## src/rtl/midi_pkg.sv

```systemverilog
// Shared constants and state encodings for the MIDI input front end.
package midi_pkg;

   localparam logic [3:0] NOTE_OFF = 4'h8;
   localparam logic [3:0] NOTE_ON  = 4'h9;
   localparam logic [7:0] SYS_BASE = 8'hF0;
   localparam logic [7:0] RT_BASE  = 8'hF8;

   localparam logic [1:0] U_IDLE  = 2'd0;
   localparam logic [1:0] U_START = 2'd1;
   localparam logic [1:0] U_DATA  = 2'd2;
   localparam logic [1:0] U_STOP  = 2'd3;

   localparam logic [1:0] P_IDLE = 2'd0;
   localparam logic [1:0] P_NOTE = 2'd1;
   localparam logic [1:0] P_VEL  = 2'd2;

   // True when a status byte is Note On/Off on an accepted channel.
   function automatic logic note_match(input logic [7:0] st, input logic omni,
                                       input logic [3:0] ch);
      return ((st[7:4] == NOTE_OFF) || (st[7:4] == NOTE_ON)) && (omni || (st[3:0] == ch));
   endfunction

endpackage

```

## src/rtl/midi_in_parser_if.sv

```systemverilog
// Note-event output bundle from the MIDI parser towards midi_player.
interface midi_in_parser_if;
   logic [7:0] midi_data;
   logic       midi_valid;
   logic       note_on;
   logic [6:0] velocity;
   logic       frame_err;

   modport master (output midi_data, midi_valid, note_on, velocity, frame_err);
   modport slave  (input  midi_data, midi_valid, note_on, velocity, frame_err);
endinterface

```

## src/rtl/midi_uart_rx.sv

```systemverilog
// 8N1 UART receiver: input synchronizer, mid-bit sampling timer and byte FSM.
module midi_uart_rx
   import midi_pkg::*;
#(
   parameter int unsigned CLKS_PER_BIT = 3200
) (
   input  logic       clk,
   input  logic       rst,
   input  logic       rx_i,
   output logic [7:0] byte_o,
   output logic       byte_ready_c,
   output logic       frame_err_c
);

   localparam int unsigned CNT_W = (CLKS_PER_BIT > 2) ? $clog2(CLKS_PER_BIT) : 1;
   localparam int unsigned HALF  = CLKS_PER_BIT / 2;

   logic             meta_q, sync_q, prev_q;
   logic [1:0]       state_q, state_d;
   logic [CNT_W-1:0] cnt_q, cnt_d;
   logic [2:0]       bit_q, bit_d;
   logic [7:0]       shreg_q, shreg_d;
   logic             cnt_zero;

   // Synchronizer plus one delay stage for falling-edge detection; idles high.
   always_ff @(posedge clk or posedge rst) begin
      if (rst) begin
         meta_q <= 1'b1;
         sync_q <= 1'b1;
         prev_q <= 1'b1;
      end else begin
         meta_q <= rx_i;
         sync_q <= meta_q;
         prev_q <= sync_q;
      end
   end

   always_ff @(posedge clk or posedge rst) begin
      if (rst) begin
         state_q <= U_IDLE;
         cnt_q   <= '0;
         bit_q   <= '0;
         shreg_q <= '0;
      end else begin
         state_q <= state_d;
         cnt_q   <= cnt_d;
         bit_q   <= bit_d;
         shreg_q <= shreg_d;
      end
   end

   assign cnt_zero = (cnt_q == '0);

   always_comb begin
      state_d      = state_q;
      cnt_d        = cnt_q;
      bit_d        = bit_q;
      shreg_d      = shreg_q;
      byte_ready_c = 1'b0;
      frame_err_c  = 1'b0;
      case (state_q)
         U_IDLE: begin
            if (prev_q && !sync_q) begin
               state_d = U_START;
               cnt_d   = CNT_W'(HALF - 1);
            end
         end
         U_START: begin
            if (!cnt_zero) begin
               cnt_d = cnt_q - CNT_W'(1);
            end else if (!sync_q) begin
               state_d = U_DATA;
               cnt_d   = CNT_W'(CLKS_PER_BIT - 1);
               bit_d   = 3'd0;
            end else begin
               state_d = U_IDLE;
            end
         end
         U_DATA: begin
            if (!cnt_zero) begin
               cnt_d = cnt_q - CNT_W'(1);
            end else begin
               shreg_d = {sync_q, shreg_q[7:1]};
               cnt_d   = CNT_W'(CLKS_PER_BIT - 1);
               bit_d   = bit_q + 3'd1;
               if (bit_q == 3'd7) state_d = U_STOP;
            end
         end
         U_STOP: begin
            if (!cnt_zero) begin
               cnt_d = cnt_q - CNT_W'(1);
            end else begin
               // Leave at mid-stop so a start edge in its second half is caught.
               state_d      = U_IDLE;
               byte_ready_c = sync_q;
               frame_err_c  = !sync_q;
            end
         end
         default: state_d = U_IDLE;
      endcase
   end

   assign byte_o = shreg_q;

endmodule

```

## src/rtl/midi_in_parser.sv

```systemverilog
// MIDI input front end: UART receive plus Note On/Off parser with running status.
module midi_in_parser
   import midi_pkg::*;
#(
   parameter int unsigned CLK_HZ  = 100000000,
   parameter int unsigned BAUD    = 31250,
   parameter int unsigned CHANNEL = 0,
   parameter int unsigned OMNI    = 1
) (
   input  logic              clk,
   input  logic              rst,
   input  logic              midi_rx,
   midi_in_parser_if.master  ev
);

   localparam int unsigned CLKS_PER_BIT = CLK_HZ / BAUD;
   localparam logic [3:0]  CH           = 4'(CHANNEL);
   localparam logic        OMNI_EN      = (OMNI != 0);

   logic [7:0] rx_byte;
   logic       byte_ready_c, frame_err_c;

   logic [1:0] pstate_q, pstate_d;
   logic [7:0] rs_q, rs_d;
   logic [6:0] note_q, note_d;
   logic [7:0] data_q, data_d;
   logic       valid_q, valid_d;
   logic       note_on_q, note_on_d;
   logic [6:0] vel_q, vel_d;
   logic       ferr_q, ferr_d;

   midi_uart_rx #(.CLKS_PER_BIT(CLKS_PER_BIT)) u_uart (
      .clk          (clk),
      .rst          (rst),
      .rx_i         (midi_rx),
      .byte_o       (rx_byte),
      .byte_ready_c (byte_ready_c),
      .frame_err_c  (frame_err_c)
   );

   always_ff @(posedge clk or posedge rst) begin
      if (rst) begin
         pstate_q  <= P_IDLE;
         rs_q      <= '0;
         note_q    <= '0;
         data_q    <= '0;
         valid_q   <= 1'b0;
         note_on_q <= 1'b0;
         vel_q     <= '0;
         ferr_q    <= 1'b0;
      end else begin
         pstate_q  <= pstate_d;
         rs_q      <= rs_d;
         note_q    <= note_d;
         data_q    <= data_d;
         valid_q   <= valid_d;
         note_on_q <= note_on_d;
         vel_q     <= vel_d;
         ferr_q    <= ferr_d;
      end
   end

   always_comb begin
      pstate_d  = pstate_q;
      rs_d      = rs_q;
      note_d    = note_q;
      data_d    = data_q;
      valid_d   = 1'b0;
      note_on_d = note_on_q;
      vel_d     = vel_q;
      ferr_d    = frame_err_c;
      if (frame_err_c) begin
         pstate_d = P_IDLE;
         rs_d     = '0;
      end else if (byte_ready_c) begin
         if (rx_byte >= RT_BASE) begin
            // Real-time bytes are transparent to the message in progress.
         end else if (rx_byte >= SYS_BASE) begin
            pstate_d = P_IDLE;
            rs_d     = '0;
         end else if (rx_byte[7]) begin
            rs_d     = rx_byte;
            pstate_d = note_match(rx_byte, OMNI_EN, CH) ? P_NOTE : P_IDLE;
         end else begin
            case (pstate_q)
               P_IDLE: begin
                  if (note_match(rs_q, OMNI_EN, CH)) begin
                     note_d   = rx_byte[6:0];
                     pstate_d = P_VEL;
                  end
               end
               P_NOTE: begin
                  note_d   = rx_byte[6:0];
                  pstate_d = P_VEL;
               end
               P_VEL: begin
                  vel_d     = rx_byte[6:0];
                  data_d    = {1'b0, note_q};
                  valid_d   = 1'b1;
                  note_on_d = (rs_q[7:4] == NOTE_ON) && (rx_byte[6:0] != 7'd0);
                  pstate_d  = P_NOTE;
               end
               default: pstate_d = P_IDLE;
            endcase
         end
      end
   end

   assign ev.midi_data  = data_q;
   assign ev.midi_valid = valid_q;
   assign ev.note_on    = note_on_q;
   assign ev.velocity   = vel_q;
   assign ev.frame_err  = ferr_q;

endmodule
```

## src/flat_wrapper.sv

```systemverilog
// flat-port wrapper written by rule: the top's interface ports become plain ports
module midi_in_parser_flat import midi_pkg::*;
#(
   parameter int unsigned CLK_HZ  = 100000000,
   parameter int unsigned BAUD    = 31250,
   parameter int unsigned CHANNEL = 0,
   parameter int unsigned OMNI    = 1
)
  (clk, rst, midi_rx, ev_midi_data, ev_midi_valid, ev_note_on, ev_velocity, ev_frame_err);
  midi_in_parser_if ev_i ();
  input  logic clk;
  input  logic rst;
  input  logic midi_rx;
  output wire logic [$bits(ev_i.midi_data)-1:0] ev_midi_data;
  output wire logic [$bits(ev_i.midi_valid)-1:0] ev_midi_valid;
  output wire logic [$bits(ev_i.note_on)-1:0] ev_note_on;
  output wire logic [$bits(ev_i.velocity)-1:0] ev_velocity;
  output wire logic [$bits(ev_i.frame_err)-1:0] ev_frame_err;
  assign ev_midi_data = ev_i.midi_data;
  assign ev_midi_valid = ev_i.midi_valid;
  assign ev_note_on = ev_i.note_on;
  assign ev_velocity = ev_i.velocity;
  assign ev_frame_err = ev_i.frame_err;
  midi_in_parser #(.CLK_HZ(CLK_HZ), .BAUD(BAUD), .CHANNEL(CHANNEL), .OMNI(OMNI)) u_core (.clk(clk), .rst(rst), .midi_rx(midi_rx), .ev(ev_i));
endmodule
```

## config.mk

```make
export PLATFORM = sky130hd
export DESIGN_NAME = midi_in_parser_flat
export DESIGN_NICKNAME = d
export VERILOG_FILES = /design/src/rtl/midi_pkg.sv /design/src/rtl/midi_in_parser_if.sv /design/src/rtl/midi_uart_rx.sv /design/src/rtl/midi_in_parser.sv /design/src/flat_wrapper.sv
export SDC_FILE = /design/constraint.sdc
export NUM_CORES = 1
export LEC_CHECK = 0
export CORE_ASPECT_RATIO = 2
export CORE_MARGIN = 1
export CORE_UTILIZATION = 30
export CTS_CLUSTER_DIAMETER = 40
export DETAILED_ROUTE_END_ITERATION = 12
export GPL_TIMING_DRIVEN = 0
export PLACE_DENSITY_LB_ADDON = 0.25
export SLEW_MARGIN = 30
export SYNTH_ARGS = -nofsm -noshare
export SYNTH_HDL_FRONTEND = slang
export SYNTH_HIERARCHICAL = 1
export SYNTH_SLANG_ARGS = --single-unit
```

## constraint.sdc

```tcl
create_clock -name clk -period 2.65 [get_ports clk]
set_input_delay 0.53 -clock clk [delete_from_list [all_inputs] [get_ports clk]]
set_output_delay 0.53 -clock clk [all_outputs]
set_load 0.005 [all_outputs]
```

==> images/logic_types.png <==
Scale bar: 20 um.
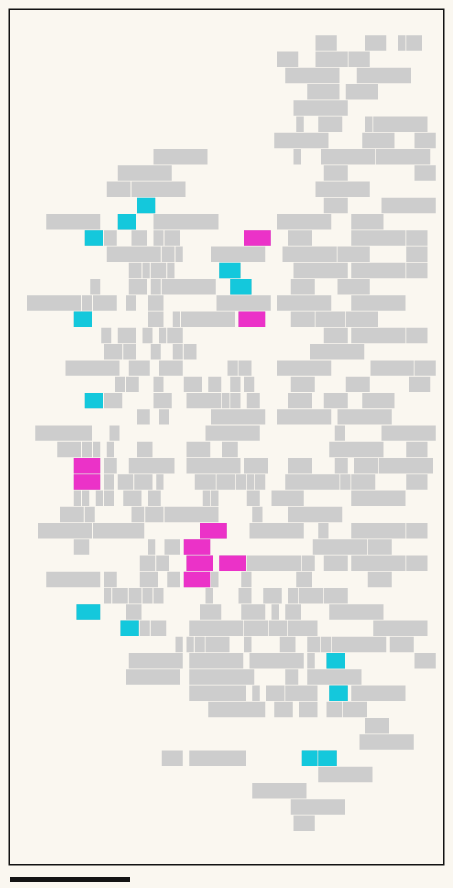
magenta -> fa/ha/maj cells  # cells 9
cyan -> non-inverting ao/oa cells  # cells 13
final instance count without filler cells: 416
most frequent logic cell in the layout: dfrtp_1

==> images/flops_by_reg.png <==
Scale bar: 20 um. Other sequential cells in the stronger grey, the rest of the logic in the fainter grey.
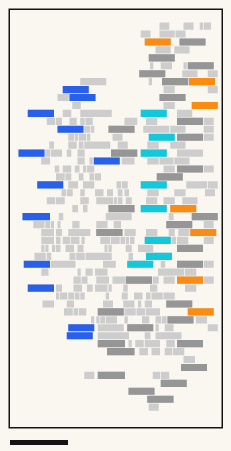
blue -> u_core/u_uart/cnt_q  # flops 12
orange -> u_core/ev.midi_data  # flops 7
cyan -> u_core/u_uart/byte_o  # flops 8
not coloured = 31

==> images/placement_by_type.png <==
Scale bar: 20 um.
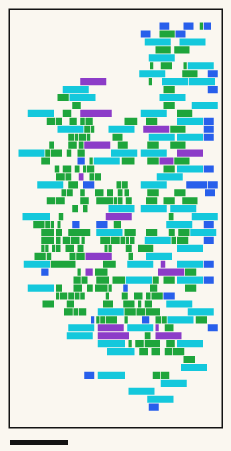
green -> combinational and other logic  # cells 180, share of their area 42%
purple -> clock drivers and dummy loads  # cells 16, share of their area 9.0%
cyan -> sequential cells  # cells 58, share of their area 41%
blue -> remaining buffers and delay cells  # cells 30, share of their area 8.2%
fraction of area in registers: 39.3%
fin util: 38.2%
core area: 9700 sq um
# rows: 51
fin area: 3700 sq um

==> reports/metrics.cfg <==
[status]
status = finished, final reports clean

[sta]
skew_ps = 8.69
hold_violations = 0
max_freq_mhz = 397
timing.final.ws_setup_ps = 130
fin_crit_sh_pct = 95.1
period_needed_ps = 2520
report.final.slew_viol_count = 0
worstMarginPinSlew_ps = 666
tns_ps = 0
setup_violations = 0
rsz0062_at_grt = false

[global_route]
grt_max_degree = 31
overflow = 0
antenna_found_initial = 0
grt_use_total_pct = 14.8
grt_pass1_vias = 2293

[setup_path]
setup.worst_path.start_class = flop
path_max_fanout = 10
cp_slowest_cell = dfrtp_1
worstRegToRegCells = 11
r2r_slack_ps = 130
cp_common_cell = buf_6
critical_path_class = reg2reg
critPathArrivalTime_ps = 2730
path_cells = nor3_1 > buf_4 > and4_1 > buf_6 > nand2_2 > nor2_4 > nor2b_4 > nand4bb_1 > buf_6 > buf_12 > mux2_4
required_ps = 2860

[job]
drv_cap = 0
warnings = 31

[synthesis]
yosysSeqAreaShare_pct = 48.9
top_cells_by_area = dfrtp_1 46%, mux2_2 7.9%, mux2_4 5.0%, ha_1 3.8%, dfstp_2 2.6%
synth.avg_cell_area_sq_um = 12.1
yosysTopAreaCell = dfrtp_1
synth.most_common_cell = dfrtp_1
ys_types = 60
ys_cells = 246
synth-xor-area-share_pct = 0
netlist_instances = 246
simple_gate_area_share_pct = 15.0
edf_count = 0
async_flop_share_pct = 100
logic_family = simple AND/OR/NAND/NOR gates
synth_nets = 258
yosys_warnings = 6
synthAoiAreaFrac_pct = 14.5
ys_area_sq_um = 2980
netlist.area_leader.share_pct = 46.2
synth_area_sq_um = 2980
adder_share_pct = 3.78
synth-main-ff-cell = dfrtp_1

[min_path]
hold_class = reg2reg
hold_depth = 0

[floorplanning]
dieWidth_um = 72.4
chipArea_sq_um = 10300
fp_util_pct = 30.7
ios = 21
die.size.y_um = 143

[cells_and_area]
finalNetCount = 291
drive_gt1_share_pct = 29.2
antenna_cells = 0

[placement]
numPortBuffers = 19
dp_hpwl_um = 5000
placed_cell_area_sq_um = 3330
dp_slack_ps = -318
routabilityCongestion = 0.879
dp_cells = 397

[detailed_routing]
route.vias.total = 2113
drc = 0
routed_via_density = 5.08
drt-total-wl_um = 6680
first_pass_iters = 4
wl_per_cell_um = 16.1
antenna_left = 0

[cts]
hold_buffers = 0
numClockSinks = 58
clkTransAtPathRegs_ps = 50
clock_latency_ps = 330
cts_max_level = 3
cts_tree = built
cts_made_buffers = 9
clockRootBuffer = clkbuf_16

[power_and_ir_drop]
powerDensity_nw_per_um2 = 927
ir_drop_mv = 0.422
p_leak_nw = 1.65

-- cells by family (layout without fill, tap and decap cells) --
group                    Yosys count  in the layout
adder cells (fa/ha/maj)            9              9
AND-OR/OR-AND                     57             57
multiplexers                      33             33
other                              1              1
buffers and inverters             21             59
AND/OR/NAND/NOR                   67             67
flip-flops                        58             58
-- worst paths after layout --
| kind | to | startpoint |
|---|---|---|
| max in group asynchronous | u_core/u_uart/cnt_q[0] | rst |
| max reg2reg | u_core/ev.velocity[0] | u_core/u_uart/cnt_q[6] |
| min reg2reg | u_core/u_uart/sync_q | u_core/u_uart/meta_q |
| max | u_core/ev.velocity[0] | u_core/u_uart/cnt_q[6] |
| min | u_core/u_uart/sync_q | u_core/u_uart/meta_q |
| min in group asynchronous | u_core/note_q[0] | rst |
-- worst max-delay path, delay by kind of cell (launching register included) --
kind / cells / cell delay, ps
flip-flops: 1 / 430
AND/OR/NAND/NOR: 6 / 1010
buffers and inverters: 4 / 670
multiplexers: 1 / 290
-- layout by cell type, fill, tap and decap left out, types with 5 or more instances in the layout --
cell type,instances
a22o_1,7
buf_4,5
clkbuf_16,9
clkdlybuf4s50_1,19
dfrtp_1,54
ha_1,9
inv_1,11
mux2_2,21
mux2_4,10
nand2_1,8
nand3_1,7
nor2_1,5
nor3_1,8
o21ai_0,11
-- where the power goes --
| group | switching [mW] | internal (mW) | total (mW) |
|---|---|---|---|
| clock network | 0.398 | 0.844 | 1.24 |
| registers | 0.124 | 0.982 | 1.11 |
| logic | 0.646 | 0.439 | 1.08 |
| total | 1.17 | 2.26 | 3.43 |
-- registers in the layout (all words and copies together) (netlist names), named ones only --
| name | count |
|---|---|
| u_core/ev.midi_valid | 1 |
| u_core/note_q | 7 |
| u_core/ev.note_on | 1 |
| u_core/ev.midi_data | 7 |
| u_core/u_uart/meta_q | 1 |
| u_core/u_uart/prev_q | 1 |
| u_core/ev.velocity | 7 |
| u_core/u_uart/cnt_q | 12 |
| u_core/ev.frame_err | 1 |
| u_core/pstate_q | 2 |
| u_core/u_uart/state_q | 1 |
| u_core/u_uart/bit_q | 3 |
| u_core/rs_q | 4 |
| u_core/u_uart/sync_q | 1 |
| u_core/u_uart/byte_o | 8 |
-- what timing repair did --
action | in CTS | in global routing
buffers inserted | 1 | 2
pin swaps | 0 | 2
resized | 5 | 5
setup endpoints to repair | 27 | 23
hold endpoints to repair | 0 | 0
-- metrics by stage --
step | power, mW | hold slack, ps | utilization, %
floorplan | 1.89 | 345 | -
finish | 3.43 | 349 | 38.2
global route | 3.64 | 349 | 38.2
global placement | 2.16 | 347 | 34.4
detailed placement | 2.17 | 352 | 34.4
CTS | 3.45 | 352 | 37.9
-- layer usage --
metal,up-vias,GRT usage (%),wire length [um]
met2,52,28.2,3890
met1,1041,12.8,2290
met4,0,9.39,310
met5,-,0,0
li1,997,-,-
met3,23,4.09,188
-- cell type report --
type | count | area (sq um)
Clock buffer | 11 | 243
Buffer | 8 | 77.6
Inverter | 13 | 48.8
Tap cell | 132 | 165
Multi-Input combinational cell | 167 | 1420
Fill cell | 969 | 5990
Sequential cell | 58 | 1460
Clock inverter | 5 | 77.6
Timing Repair Buffer | 22 | 213
Power figures rest on the tool's default switching activity, not on a simulated workload.
